run_1/logic_types.png
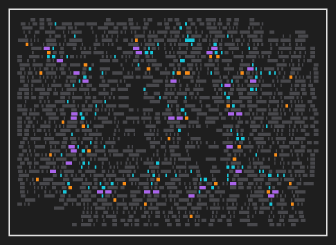
run_1/congestion.png
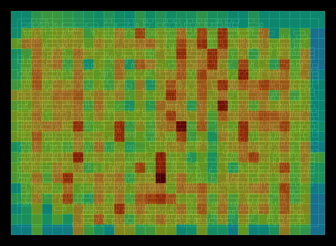
run_1/flops_by_reg.png
Scale bar: 50 µm. Other sequential cells in the stronger gray, the rest of the logic in the fainter gray.
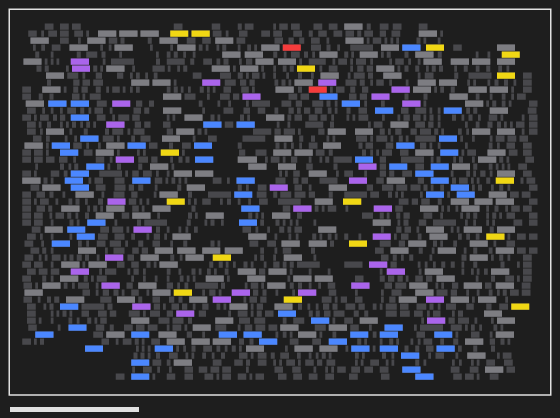
$ cat src/rtl/div4x2_vector_seq.sv
`default_nettype none
// ============================================================================
// Module   : div4x2_vector_seq
// Purpose  : Bit-sliced sequential restoring divider. Every bit position is an
//            independent lane dividing a 4-bit dividend {n3,n2,n1,n0} by a
//            2-bit divisor {d1,d0}. One quotient bit is resolved per cycle,
//            MSB first, so an operation takes four iteration cycles.
// Ports    : clk, rst            clock / synchronous active-high reset
//            in_valid, in_ready  operand handshake
//            n3..n0, d1, d0      dividend / divisor bits per lane
//            out_valid,out_ready result handshake
//            q3..q0, r1, r0, dz  quotient, remainder, divide-by-zero per lane
// Revision : 1.0  initial release
// ============================================================================
module div4x2_vector_seq #(
  parameter int LANES = 16
) (
  input  logic             clk,
  input  logic             rst,
  input  logic             in_valid,
  output logic             in_ready,
  input  logic [LANES-1:0] n3,
  input  logic [LANES-1:0] n2,
  input  logic [LANES-1:0] n1,
  input  logic [LANES-1:0] n0,
  input  logic [LANES-1:0] d1,
  input  logic [LANES-1:0] d0,
  output logic             out_valid,
  input  logic             out_ready,
  output logic [LANES-1:0] q3,
  output logic [LANES-1:0] q2,
  output logic [LANES-1:0] q1,
  output logic [LANES-1:0] q0,
  output logic [LANES-1:0] r1,
  output logic [LANES-1:0] r0,
  output logic [LANES-1:0] dz
);

  typedef enum logic [1:0] {
    S_IDLE = 2'd0,
    S_RUN  = 2'd1,
    S_DONE = 2'd2
  } state_e;

  state_e state_q, state_d;

  // Captured operands; n_q[k] holds dividend bit k of every lane.
  logic [3:0][LANES-1:0] n_q;
  logic [LANES-1:0]      d1_q, d0_q;

  // Per-lane partial remainder and quotient bits resolved so far.
  logic [LANES-1:0][2:0] rem_q, rem_d;
  logic [LANES-1:0][3:0] qw_q, qw_d;
  logic [1:0]            k_q;

  // Result registers, loaded on the last iteration and held afterwards.
  logic [LANES-1:0] q3_q, q2_q, q1_q, q0_q, r1_q, r0_q, dz_q;

  // Per-lane combinational iteration results.
  logic [LANES-1:0][2:0] sh_d;
  logic [LANES-1:0]      ge_d;
  logic [LANES-1:0]      q3_d, q2_d, q1_d, q0_d, r1_d, r0_d;

  // One restoring step per lane. A zero divisor always compares as "fits"
  // and subtracts nothing, so such lanes naturally yield q=1111 and keep
  // the last two shifted-in dividend bits (n1:n0) as remainder.
  always_comb begin
    sh_d = '0;
    ge_d = '0;
    rem_d = rem_q;
    qw_d = qw_q;
    q3_d = '0;
    q2_d = '0;
    q1_d = '0;
    q0_d = '0;
    r1_d = '0;
    r0_d = '0;
    for (int i = 0; i < LANES; i++) begin
      sh_d[i]  = {rem_q[i][1:0], n_q[k_q][i]};
      ge_d[i]  = (sh_d[i] >= {1'b0, d1_q[i], d0_q[i]});
      rem_d[i] = ge_d[i] ? (sh_d[i] - {1'b0, d1_q[i], d0_q[i]}) : sh_d[i];
      qw_d[i]  = {qw_q[i][2:0], ge_d[i]};
      q3_d[i]  = qw_d[i][3];
      q2_d[i]  = qw_d[i][2];
      q1_d[i]  = qw_d[i][1];
      q0_d[i]  = qw_d[i][0];
      r1_d[i]  = rem_d[i][1];
      r0_d[i]  = rem_d[i][0];
    end
  end

  // Next-state and handshake outputs.
  always_comb begin
    state_d   = state_q;
    in_ready  = 1'b0;
    out_valid = 1'b0;
    unique case (state_q)
      S_IDLE: begin
        in_ready = ~rst;
        if (in_valid) state_d = S_RUN;
      end
      S_RUN: begin
        if (k_q == 2'd0) state_d = S_DONE;
      end
      S_DONE: begin
        out_valid = 1'b1;
        if (out_ready) state_d = S_IDLE;
      end
      default: state_d = S_IDLE;
    endcase
  end

  always_ff @(posedge clk) begin
    if (rst) begin
      state_q <= S_IDLE;
      n_q     <= '0;
      d1_q    <= '0;
      d0_q    <= '0;
      rem_q   <= '0;
      qw_q    <= '0;
      k_q     <= '0;
      q3_q    <= '0;
      q2_q    <= '0;
      q1_q    <= '0;
      q0_q    <= '0;
      r1_q    <= '0;
      r0_q    <= '0;
      dz_q    <= '0;
    end else begin
      state_q <= state_d;
      unique case (state_q)
        S_IDLE: begin
          if (in_valid) begin
            n_q   <= {n3, n2, n1, n0};
            d1_q  <= d1;
            d0_q  <= d0;
            rem_q <= '0;
            qw_q  <= '0;
            k_q   <= 2'd3;
          end
        end
        S_RUN: begin
          rem_q <= rem_d;
          qw_q  <= qw_d;
          k_q   <= k_q - 2'd1;
          if (k_q == 2'd0) begin
            q3_q <= q3_d;
            q2_q <= q2_d;
            q1_q <= q1_d;
            q0_q <= q0_d;
            r1_q <= r1_d;
            r0_q <= r0_d;
            dz_q <= ~(d1_q | d0_q);
          end
        end
        default: ;
      endcase
    end
  end

  assign q3 = q3_q;
  assign q2 = q2_q;
  assign q1 = q1_q;
  assign q0 = q0_q;
  assign r1 = r1_q;
  assign r0 = r0_q;
  assign dz = dz_q;

endmodule
`default_nettype wire

$ cat config.mk
export PLATFORM = sky130hd
export DESIGN_NAME = div4x2_vector_seq
export DESIGN_NICKNAME = d
export VERILOG_FILES = /design/src/rtl/div4x2_vector_seq.sv
export SDC_FILE = /design/constraint.sdc
export NUM_CORES = 1
export LEC_CHECK = 0
export CELL_PAD_IN_SITES_DETAIL_PLACEMENT = 1
export CELL_PAD_IN_SITES_GLOBAL_PLACEMENT = 1
export CORE_ASPECT_RATIO = 0.7
export CORE_MARGIN = 4
export CORE_UTILIZATION = 42
export CTS_BUF_LIST = sky130_fd_sc_hd__clkbuf_16
export CTS_CLUSTER_DIAMETER = 120
export CTS_CLUSTER_SIZE = 25
export DETAILED_ROUTE_END_ITERATION = 8
export PLACE_DENSITY = 0.84
export REMOVE_ABC_BUFFERS = 1
export SYNTH_ARGS = -nofsm -noshare
export SYNTH_HDL_FRONTEND = slang
export SYNTH_SLANG_ARGS = --single-unit
$ cat constraint.sdc
create_clock -name clk -period 3.8 [get_ports clk]
set_clock_uncertainty 0.15 [all_clocks]
set_input_delay 0.57 -clock clk [delete_from_list [all_inputs] [get_ports clk]]
set_output_delay 0.57 -clock clk [all_outputs]
set_load 0.02 [all_outputs]
==> notes.md, run 1 <==
Total buffers and inverters traversed by the critical path: 1. The routed wirelength on the met1 layer is recorded as 16800 µm. Wire segments on met3 add up to 1540 µm in the final route. The report lists the number of standard-cell rows as 51.

The most critical hold endpoint after final layout shows a slack of 0.304 ns. The synthesized instance count came out at 1425. The highest layer touched by signal routing is met5. The tools report the final weighted congestion of routability-driven global placement as 0.838.

The type of the worst setup path was flop to flop. For the hold buffer count at CTS, the log shows 0. Number of H-tree levels: 1.

n_q holds more flip-flops than any other register. The total I/O pin count was 214; the max-capacitance violation count was 0. Data on the critical path is required at its endpoint by 4.07 ns. Yosys shows that the main logic family after synthesis is simple AND/OR/NAND/NOR gates.

Hold analysis lists the worst path endpoint as q3[10]$_SDFFE_PP0P_. The flip-flop count of the largest register after layout is 64. The logs give 0.0349 for the global-route track usage on met3 and 14400 µm² for the cell area reported after detailed placement. The area fraction of the dominant cell type after synthesis was 0.488; the area fraction in mux cells was 0.0561.

With the flip-flop and latch area at 5850 µm², the number of pins exceeding their max-slew limit in the final report is 0. Per the post-place timing report, worst setup slack is 0.495 ns. Per the detailed-route log, wirelength across all metal layers totals 35800 µm. The largest stage delay on the critical path was 1.06 ns. Across the VDD grid, the largest voltage drop is 0.242 mV.

The met2 wirelength from detailed routing is 16700 µm. Among the stages of the critical path, the cell type that occurs most often is mux2_2. The cell accounting for the most synthesized area is dfxtp_1. The final timing report gives a worst setup slack of 0.432 ns.

Summed over all failing endpoints, the final setup total negative slack is 0 ns. The logs give 0.205 for the part of the power in combinational logic and 33 for the post-synthesis cell type count. Counting instances, the worst hold path has a depth of 2.

The run finished with clean final reports. In the synthesis report, Yosys lists the chip area as 12000 µm². The horizontal die dimension reported for this design is 210 µm. For the pin with the worst max-slew slack, the measured transition is 1.08 ns. With the number of register bits inferred by synthesis at 292, the cell count along the critical path is 8.

Across all layers, the routed design uses 10500 vias. The end point of the critical path was r0[11]$_SDFFE_PP0P_. The run gives 0.166 for the fraction of the mapped netlist area in compound gates. The cell sequence reported for the critical path is buf_4 -> mux2i_1 -> mux2_2 -> ha_1 -> nand2b_1 -> a21boi_0 -> mux2_2 -> a211oi_2. For the switching power, the log shows 1.89 mW.
Notes on logic_types.png above:
| family | color | cells |
|---|---|---|
| NOR gates | cyan | 105 |
| AND and OR gates | orange | 34 |
| adder and majority cells | purple | 33 |
non-filler cells, final: 1942
commonest non-fill, non-tap cell in the layout: nand2_1
Comb/total area: 0.383

Notes on congestion.png above:
met2 Track Usage GR: 0.379
most utilized layer in the global route result: met2

Notes on flops_by_reg.png above:
| netlist name | color | flops |
|---|---|---|
| rem_q | purple | 32 |
| state_q | red | 2 |
| q3 | yellow | 16 |
| n_q | blue | 64 |
not colored: 178
final cell utilization of the core: 0.528
flip-flop and latch power: 3.40 mW

-- run 1: area by class of cell --
type	instances	area share
Sequential cell	292	0.396
Multi-Input combinational cell	1011	0.383
Timing Repair Buffer	228	0.158
Tap cell	371	0.0314
Clock buffer	15	0.0254
Inverter	20	0.00508
Antenna cell	4	0.000678
Clock inverter	1	0.000593
-- run 1: power by group through the flow --
stage | Clock (mW) | Combinational (mW) | Sequential (mW)
final | 1.70 | 1.32 | 3.40
after global placement | 0 | 1.25 | 3.46
after CTS | 1.75 | 1.33 | 3.40
after global routing | 1.86 | 1.45 | 3.42
after detailed placement | 0 | 1.32 | 3.47
after floorplan | 0 | 0.693 | 3.48
## Run 2: what changed since run 1
--- a/config.mk
+++ b/config.mk
@@ -14,7 +14,7 @@
 export CTS_CLUSTER_DIAMETER = 120
 export CTS_CLUSTER_SIZE = 25
 export DETAILED_ROUTE_END_ITERATION = 8
-export PLACE_DENSITY = 0.84
+export PLACE_DENSITY = 0.86
 export REMOVE_ABC_BUFFERS = 1
 export SYNTH_ARGS = -nofsm -noshare
 export SYNTH_HDL_FRONTEND = slang
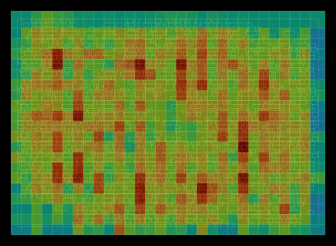
run_2/congestion.png
Total GRT Usage: 0.224
met2 Track Usage GR: 0.376
met1 Resource Use GR: 0.305

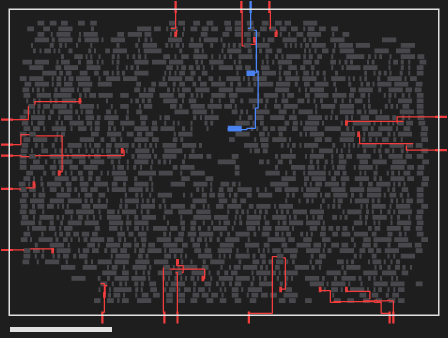
run_2/io_fan.png
Scale bar: 50 µm.
| port | color | direction | edge | end cells | buffers | wire |
|---|---|---|---|---|---|---|
| n1 | red | input | 6 south, 5 west, 3 north, 2 east | 16 | 16 | 566 µm |
| in_valid | blue | input | north | 2 | 1 | 77.8 µm |

==> run 2 against run 1 <==
Against the previous run:
- clock power about the same
- combinational power about the same
- final area about the same
- largest cell class unchanged
- highest routed layer is now met4
==> notes.md, run 2 <==
The area fraction of the dominant cell type after synthesis is 0.488. The run gives 12000 µm² for the synthesized chip area reported by yosys. The cell area reported after detailed placement is 14400 µm².

The clock tree buffer count of the final layout is 15. The final weighted congestion recorded by global placement is 0.802. The non-clock buffer total of the final layout works out to 236. The layer carrying the most global-route usage is met2.

The run gives 0 as the hold buffer count at CTS. The run gives 3.37 mW for the sequential-cell power consumption. The proportion of cell area occupied by registers is 0.396.

In the finished design the tool counted flip-flops and latches totalling 292. Dominant logic cell type in the layout: nand2_1. Hold is met by 0.307 ns. After layout, the worst setup slack is 0.794 ns. The overall die width works out to 210 µm. Synthesis handed over a netlist of 1425 instances. The highest supply drop recorded on VDD is 0.283 mV. The flow ran to the end, and the final reports show no timing, DRC or antenna violations. Most used cell along the critical path: mux2_2.

Wire segments on met3 add up to 1950 µm in the final route. The worst setup path is of the flop to flop kind. Per the area breakdown, the dominant cell category is registers. For this design the top-level I/O count stands at 214. The run gives 0.209 for the part of the power in combinational logic. Wire segments on met2 add up to 16900 µm in the final route. After synthesis the netlist holds a flip-flop and latch count of 292.

Endpoint of the worst hold-timing path: dz[0]$_SDFFE_PP0P_. The dominant power group in this design is sequential cells. For the final routed database, the setup TNS stands at 0 ns. The cell row count was 51. The detailed-route wire length on metal 1 was 16600 µm; the multi-input gate share of total cell area was 0.382.

0 antenna diodes ended up in the layout.
## run 2: cell count changes in the layout (fill, tap and decap cells not counted)
| cell | change |
|---|---|
| buf_4 | +11 |
| diode_2 | -4 |
| buf_12 | -3 |
## run 2: worst max-delay path by stage
stage / end / slack, ns
after floorplan: rem_q[10]$_SDFFE_PP0P_ / -2.07
after detailed placement: rem_q[21]$_SDFFE_PP0P_ / 0.85
after CTS: r0[7]$_SDFFE_PP0P_ / 0.82
after global placement: r0[6]$_SDFFE_PP0P_ / 0.98
final: r0[11]$_SDFFE_PP0P_ / 0.79
after global routing: r0[1]$_SDFFE_PP0P_ / 0.67
## Run 3: what changed since run 2
--- a/config.mk
+++ b/config.mk
@@ -9,12 +9,12 @@
 export CELL_PAD_IN_SITES_GLOBAL_PLACEMENT = 1
 export CORE_ASPECT_RATIO = 0.7
 export CORE_MARGIN = 4
-export CORE_UTILIZATION = 42
+export CORE_UTILIZATION = 39
 export CTS_BUF_LIST = sky130_fd_sc_hd__clkbuf_16
 export CTS_CLUSTER_DIAMETER = 120
 export CTS_CLUSTER_SIZE = 25
 export DETAILED_ROUTE_END_ITERATION = 8
-export PLACE_DENSITY = 0.86
+export PLACE_DENSITY = 0.81
 export REMOVE_ABC_BUFFERS = 1
 export SYNTH_ARGS = -nofsm -noshare
 export SYNTH_HDL_FRONTEND = slang
==> constraint.sdc (replaced) <==
create_clock -name clk -period 3 [get_ports clk]
set_clock_uncertainty 0.15 [all_clocks]
set_input_delay 0.45 -clock clk [delete_from_list [all_inputs] [get_ports clk]]
set_output_delay 0.45 -clock clk [all_outputs]
set_load 0.02 [all_outputs]
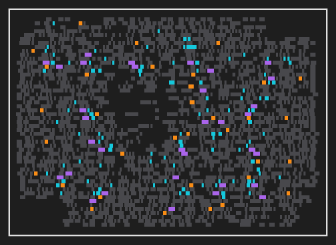
run_3/logic_types.png
| family | color | cells |
|---|---|---|
| NOR gates | cyan | 105 |
| adder and majority cells | purple | 33 |
| AND and OR gates | orange | 34 |
Comb/total area: 0.377
non-filler cells, final: 1996

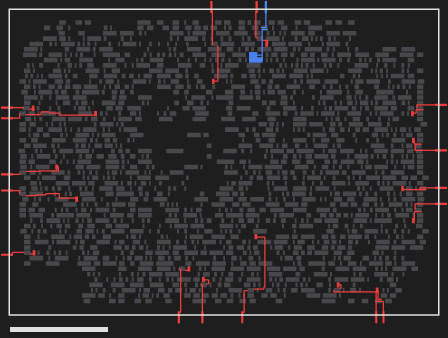
run_3/io_fan.png
Scale bar: 50 µm.
| port | color | direction | edge | end cells | buffers | wire |
|---|---|---|---|---|---|---|
| n1 | red | input | 5 south, 5 west, 4 east, 2 north | 16 | 16 | 418 µm |
| in_valid | blue | input | north | 2 | 1 | 38.9 µm |
I/O pin count: 214
count of buffers inserted at the top-level ports: 213

==> run 3 against run 2 <==
Against the previous run:
- utilization decreased by 3.2 points
- power increased by 28%
- highest routed layer is now met5
- non-clock buffer count increased by 8
==> notes.md, run 3 <==
The flow ran to the end, and the final reports show no timing, DRC or antenna violations. Counting flops per register, the top entry is n_q. Measured along the x axis, the die boundary spans 217 µm. The total buffers and inverters traversed by the critical path is 1, and the total vias in the final route is 10600. The critical path in this run is classified as flop to flop.

On the worst path, the slowest cell contributes a delay of 0.42 ns. The largest cell class by area is registers. The number of multi-input combinational cells in the layout is 1011. At the pin with the least slew margin, the transition time is 0.698 ns. The post-placement setup slack is 0.282 ns. The met2 wirelength from detailed routing was 17300 µm. The tools report the endpoint of the worst hold-timing path as r0[6]$_SDFFE_PP0P_. After synthesis, the chip area reported by Yosys is 12000 µm².

The tools report the fraction of the core area covered by cells at the end of the flow as 0.497. The global-route met2 utilization came out at 0.363. The logs give 1 for the number of H-tree levels and 0.818 for the final weighted congestion of routability-driven global placement.

The area fraction of the dominant cell type after synthesis was 0.488. Number of register bits inferred by synthesis: 292.
==> run 3: kinds of logic (layout without fill, tap and decap cells) <==
family / after synthesis / count (layout) / share of synthesized area
AOI/OAI and AO/OA: 323 / 323 / 0.166
adders and majority gates: 33 / 33 / 0.0345
buffers and inverters: 122 / 280 / 0.0429
DFF: 292 / 292 / 0.488
muxes: 62 / 62 / 0.0561
other: 0 / 1 / 0
and+or+nand+nor: 593 / 593 / 0.212
==> run 3: stage by stage <==
step / area (µm²) / TNS, ns
finish: 15000 / 0
global route: 15000 / 0
CTS: 15000 / 0
detailed placement: 14600 / 0
global placement: 14600 / 0
floorplan: 11500 / -283.47
==> run 3: power breakdown <==
part | switching (mW) | internal [mW]
logic | 1.01 | 0.762
registers | 0.164 | 4.10
clock network | 1.26 | 0.912
total | 2.44 | 5.78
Power figures rest on the tool's default switching activity, not on a simulated workload.
